**config.mk**
```make
export PLATFORM = sky130hd
export DESIGN_NAME = alu_sweep_driver
export DESIGN_NICKNAME = d
export VERILOG_FILES = /design/src/rtl/aluvol2_pkg.sv /design/src/rtl/alu_sweep_driver.sv
export SDC_FILE = /design/constraint.sdc
export NUM_CORES = 1
export LEC_CHECK = 0
export ABC_AREA = 1
export CAP_MARGIN = 30
export CELL_PAD_IN_SITES_DETAIL_PLACEMENT = 1
export CELL_PAD_IN_SITES_GLOBAL_PLACEMENT = 1
export CORE_ASPECT_RATIO = 1.4
export CORE_MARGIN = 5
export CORE_UTILIZATION = 33
export CTS_BUF_LIST = sky130_fd_sc_hd__clkbuf_4 sky130_fd_sc_hd__clkbuf_8
export CTS_CLUSTER_SIZE = 12
export DETAILED_ROUTE_END_ITERATION = 10
export HOLD_SLACK_MARGIN = 0.1
export PLACE_DENSITY_LB_ADDON = 0.1
export SYNTH_ARGS = -nofsm -noshare
export SYNTH_HDL_FRONTEND = slang
export SYNTH_SLANG_ARGS = --single-unit
```
**constraint.sdc**
```tcl
create_clock -name clk -period 1.8 [get_ports clk]
set_input_delay 0.36 -clock clk [delete_from_list [all_inputs] [get_ports clk]]
set_output_delay 0.36 -clock clk [all_outputs]
set_load 0.005 [all_outputs]
```
**src/rtl/aluvol2_pkg.sv**
```systemverilog
// ============================================================================
//  Package  : aluvol2_pkg
//  Purpose  : Shared width, opcode and sweep-state types for the aluvol2 ALU.
//  Revision : 1.0
// ============================================================================
`default_nettype none

package aluvol2_pkg;

    localparam int N       = 8;
    localparam int NUM_OPS = 8;

    typedef logic [2:0] opcode_t;

    typedef enum logic [2:0] {
        IDLE  = 3'd0,
        SEEK  = 3'd1,
        DRIVE = 3'd2,
        OUT   = 3'd3,
        DONE  = 3'd4
    } sweep_state_t;

endpackage : aluvol2_pkg

`default_nettype wire

```
**src/rtl/alu_sweep_driver.sv**
```systemverilog
// ============================================================================
//  Module   : alu_sweep_driver
//  Purpose  : Runs every opcode enabled in a mask through an external ALU and
//             streams the sampled results out over valid/ready.
//  Revision : 1.0
// ============================================================================
`default_nettype none

module alu_sweep_driver
    import aluvol2_pkg::*;
#(
    parameter int N      = aluvol2_pkg::N,
    parameter int SETTLE = 1
) (
    input  logic         clk,
    input  logic         rst_n,
    input  logic         start_valid,
    output logic         start_ready,
    input  logic [N-1:0] start_a,
    input  logic [N-1:0] start_b,
    input  logic [7:0]   op_mask,
    output logic [N-1:0] alu_a,
    output logic [N-1:0] alu_b,
    output logic [2:0]   alu_opcode,
    input  logic [N-1:0] alu_y,
    output logic         res_valid,
    input  logic         res_ready,
    output logic [2:0]   res_opcode,
    output logic [N-1:0] res_y,
    output logic         res_last,
    output logic         busy,
    output logic         done
);

    localparam logic [3:0] CNT_LOAD = 4'(SETTLE - 1);

    sweep_state_t state_q, state_d;
    logic [N-1:0] a_q, a_d;
    logic [N-1:0] b_q, b_d;
    logic [7:0]   mask_q, mask_d;
    opcode_t      idx_q, idx_d;
    logic [3:0]   cnt_q, cnt_d;
    opcode_t      op_q, op_d;
    logic [N-1:0] y_q, y_d;
    opcode_t      resop_q, resop_d;
    logic         last_q, last_d;

    // True when any opcode above i is still enabled.
    function automatic logic higher_set(input logic [7:0] m, input opcode_t i);
        logic r;
        r = 1'b0;
        for (int k = 0; k < NUM_OPS; k++) begin
            if ((k > int'(i)) && m[k]) begin
                r = 1'b1;
            end
        end
        return r;
    endfunction

    always_ff @(posedge clk) begin
        if (!rst_n) begin
            state_q <= IDLE;
            a_q     <= '0;
            b_q     <= '0;
            mask_q  <= '0;
            idx_q   <= '0;
            cnt_q   <= '0;
            op_q    <= '0;
            y_q     <= '0;
            resop_q <= '0;
            last_q  <= 1'b0;
        end else begin
            state_q <= state_d;
            a_q     <= a_d;
            b_q     <= b_d;
            mask_q  <= mask_d;
            idx_q   <= idx_d;
            cnt_q   <= cnt_d;
            op_q    <= op_d;
            y_q     <= y_d;
            resop_q <= resop_d;
            last_q  <= last_d;
        end
    end

    always_comb begin
        state_d     = state_q;
        a_d         = a_q;
        b_d         = b_q;
        mask_d      = mask_q;
        idx_d       = idx_q;
        cnt_d       = cnt_q;
        op_d        = op_q;
        y_d         = y_q;
        resop_d     = resop_q;
        last_d      = last_q;
        start_ready = rst_n && (state_q == IDLE);

        case (state_q)
            IDLE: begin
                if (start_valid && start_ready) begin
                    a_d     = start_a;
                    b_d     = start_b;
                    mask_d  = op_mask;
                    idx_d   = '0;
                    state_d = SEEK;
                end
            end
            SEEK: begin
                if (mask_q[idx_q]) begin
                    cnt_d   = CNT_LOAD;
                    op_d    = idx_q;
                    state_d = DRIVE;
                end else if (idx_q == 3'd7) begin
                    state_d = DONE;
                end else begin
                    idx_d = idx_q + 3'd1;
                end
            end
            DRIVE: begin
                // Opcode has been held SETTLE cycles once the counter hits zero.
                if (cnt_q == 4'd0) begin
                    y_d     = alu_y;
                    resop_d = idx_q;
                    last_d  = !higher_set(mask_q, idx_q);
                    state_d = OUT;
                end else begin
                    cnt_d = cnt_q - 4'd1;
                end
            end
            OUT: begin
                if (res_ready) begin
                    if (last_q) begin
                        state_d = DONE;
                    end else begin
                        idx_d   = idx_q + 3'd1;
                        state_d = SEEK;
                    end
                end
            end
            DONE: begin
                state_d = IDLE;
            end
            default: begin
                state_d = IDLE;
            end
        endcase
    end

    assign alu_a      = a_q;
    assign alu_b      = b_q;
    assign alu_opcode = op_q;
    assign res_y      = y_q;
    assign res_opcode = resop_q;
    assign res_last   = last_q;
    assign res_valid  = (state_q == OUT);
    assign busy       = (state_q != IDLE);
    assign done       = (state_q == DONE);

endmodule : alu_sweep_driver

`default_nettype wire

```
clock_wires.png
Scale bar: 20 um.
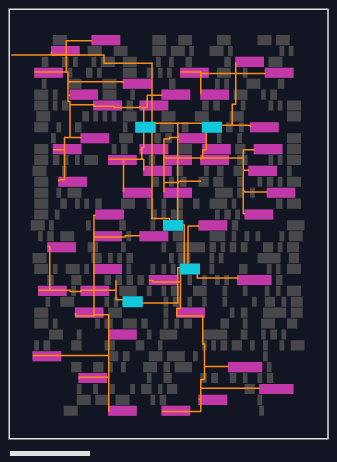
[cyan] clock-net drivers | count: 5
[orange] clock wires | length: 694 um
[magenta] flip-flops | count: 49
routed clock nets	6

route_heat.png
16 x 21 tiles, from dark blue (low) to red (high), scaled to the fullest tile. Values are wire area over tile area, all layers added.
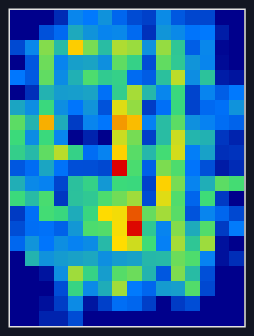
mean over tiles	0.11
emptiest ninth of the die	south-west
fullest tile	0.37
densest ninth of the die	center
tiles over half the peak	21%

class_map.png
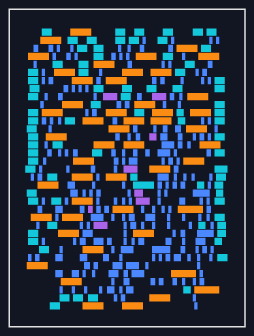
color	class	cells
cyan	remaining buffers and delay cells	79
purple	clock drivers and dummy loads	8
blue	remaining logic cells	234
orange	registers	49
core area: 0.00657 sq mm
final core occ: 47.5%
Seq area share: 31.8%
post-route design area: 0.00312 sq mm

ff_map.png
Other sequential cells in the stronger gray, the rest of the logic in the fainter gray.
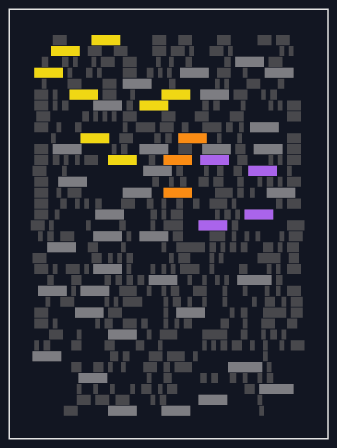
color	name in the netlist	placed flops
orange	res_opcode	3
yellow	alu_b	8
purple	cnt_q	4
FF/Latch Area: 992 sq um
Seq power: 1.65 mW

clock_nets.png
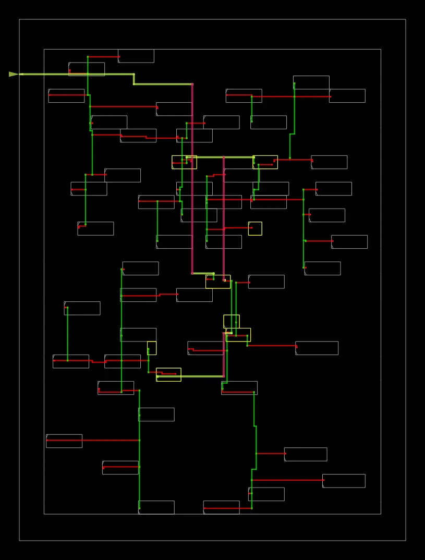
Worst-Skew Late Latency: 0.30 ns
Setup Skew: 0.00592 ns
seq_cells: 49
Clock Sinks: 49

-- cells in the final DEF (no fill, tap or decap), drive strengths merged --
master	synthesis	routed
clkdlybuf4s50	0	66
nand4	4	4
a22oi	1	1
nand3	15	15
o31ai	8	8
dlymetal6s2s	0	1
dfxtp	49	49
ha	6	6
clkinv	1	2
buf	8	9
dlygate4sd2	0	3
a21oi	14	14
nand2	81	81
o21ai	36	36
inv	27	28
a21boi	1	1
nor2	33	33
clkbuf	4	6
nor3	6	6
o21a	1	1
-- worst max-delay path: cells and delay by family, from the launching register on --
kind	cells	cell delay [ns]
DFF	1	0.38
buffers and inverters	2	0.31
and+or+nand+nor	2	0.28
-- timing repair --
item,in CTS,in global routing
setup endpoints to repair,4,1
resized,10,1
setup buffers,1,1
pin swaps,1,1
hold buffers,0,0
==> out/metrics.yaml <==
ff2ff_path_depth: 9
hold_viol_final: 0
top_usage_layer: "met2"
nClkBuffers: 6
grt_first_pass_wirelength_um: 10300
p_total_mw: 4.42
p_clk_share_pct: 15.3
yosysTopAreaCellShare_pct: 44.4
comb_area_sq_mm: 0.00105
clockBufferDepth: 2
status: "finished, final reports clean"
synth-async-reset-ratio_pct: 0
power_leakage_nw: 1.30
io_pins: 71
cp.arrival_ns: 1.26
die_w_um: 79.1
antenna_cells: 0
synthAoiAreaFrac_pct: 15.1
top_cell: "nand2_1"
highest-signal-layer: "met4"
nNetsFinal: 411
use_met2_pct: 27.2
comb.multi_input.count: 206
globalplace.congestion: 0.770
tightest_slew_ns: 0.394
netlist_instances: 295
p_switching_mw: 1.76
largest_area_cell: "dfxtp_1"
detail-route-antenna-nets: 0
ys_seq_share_pct: 44.4
crit_path_start_kind: "flop"
Power and IR drop assume default switching activity.
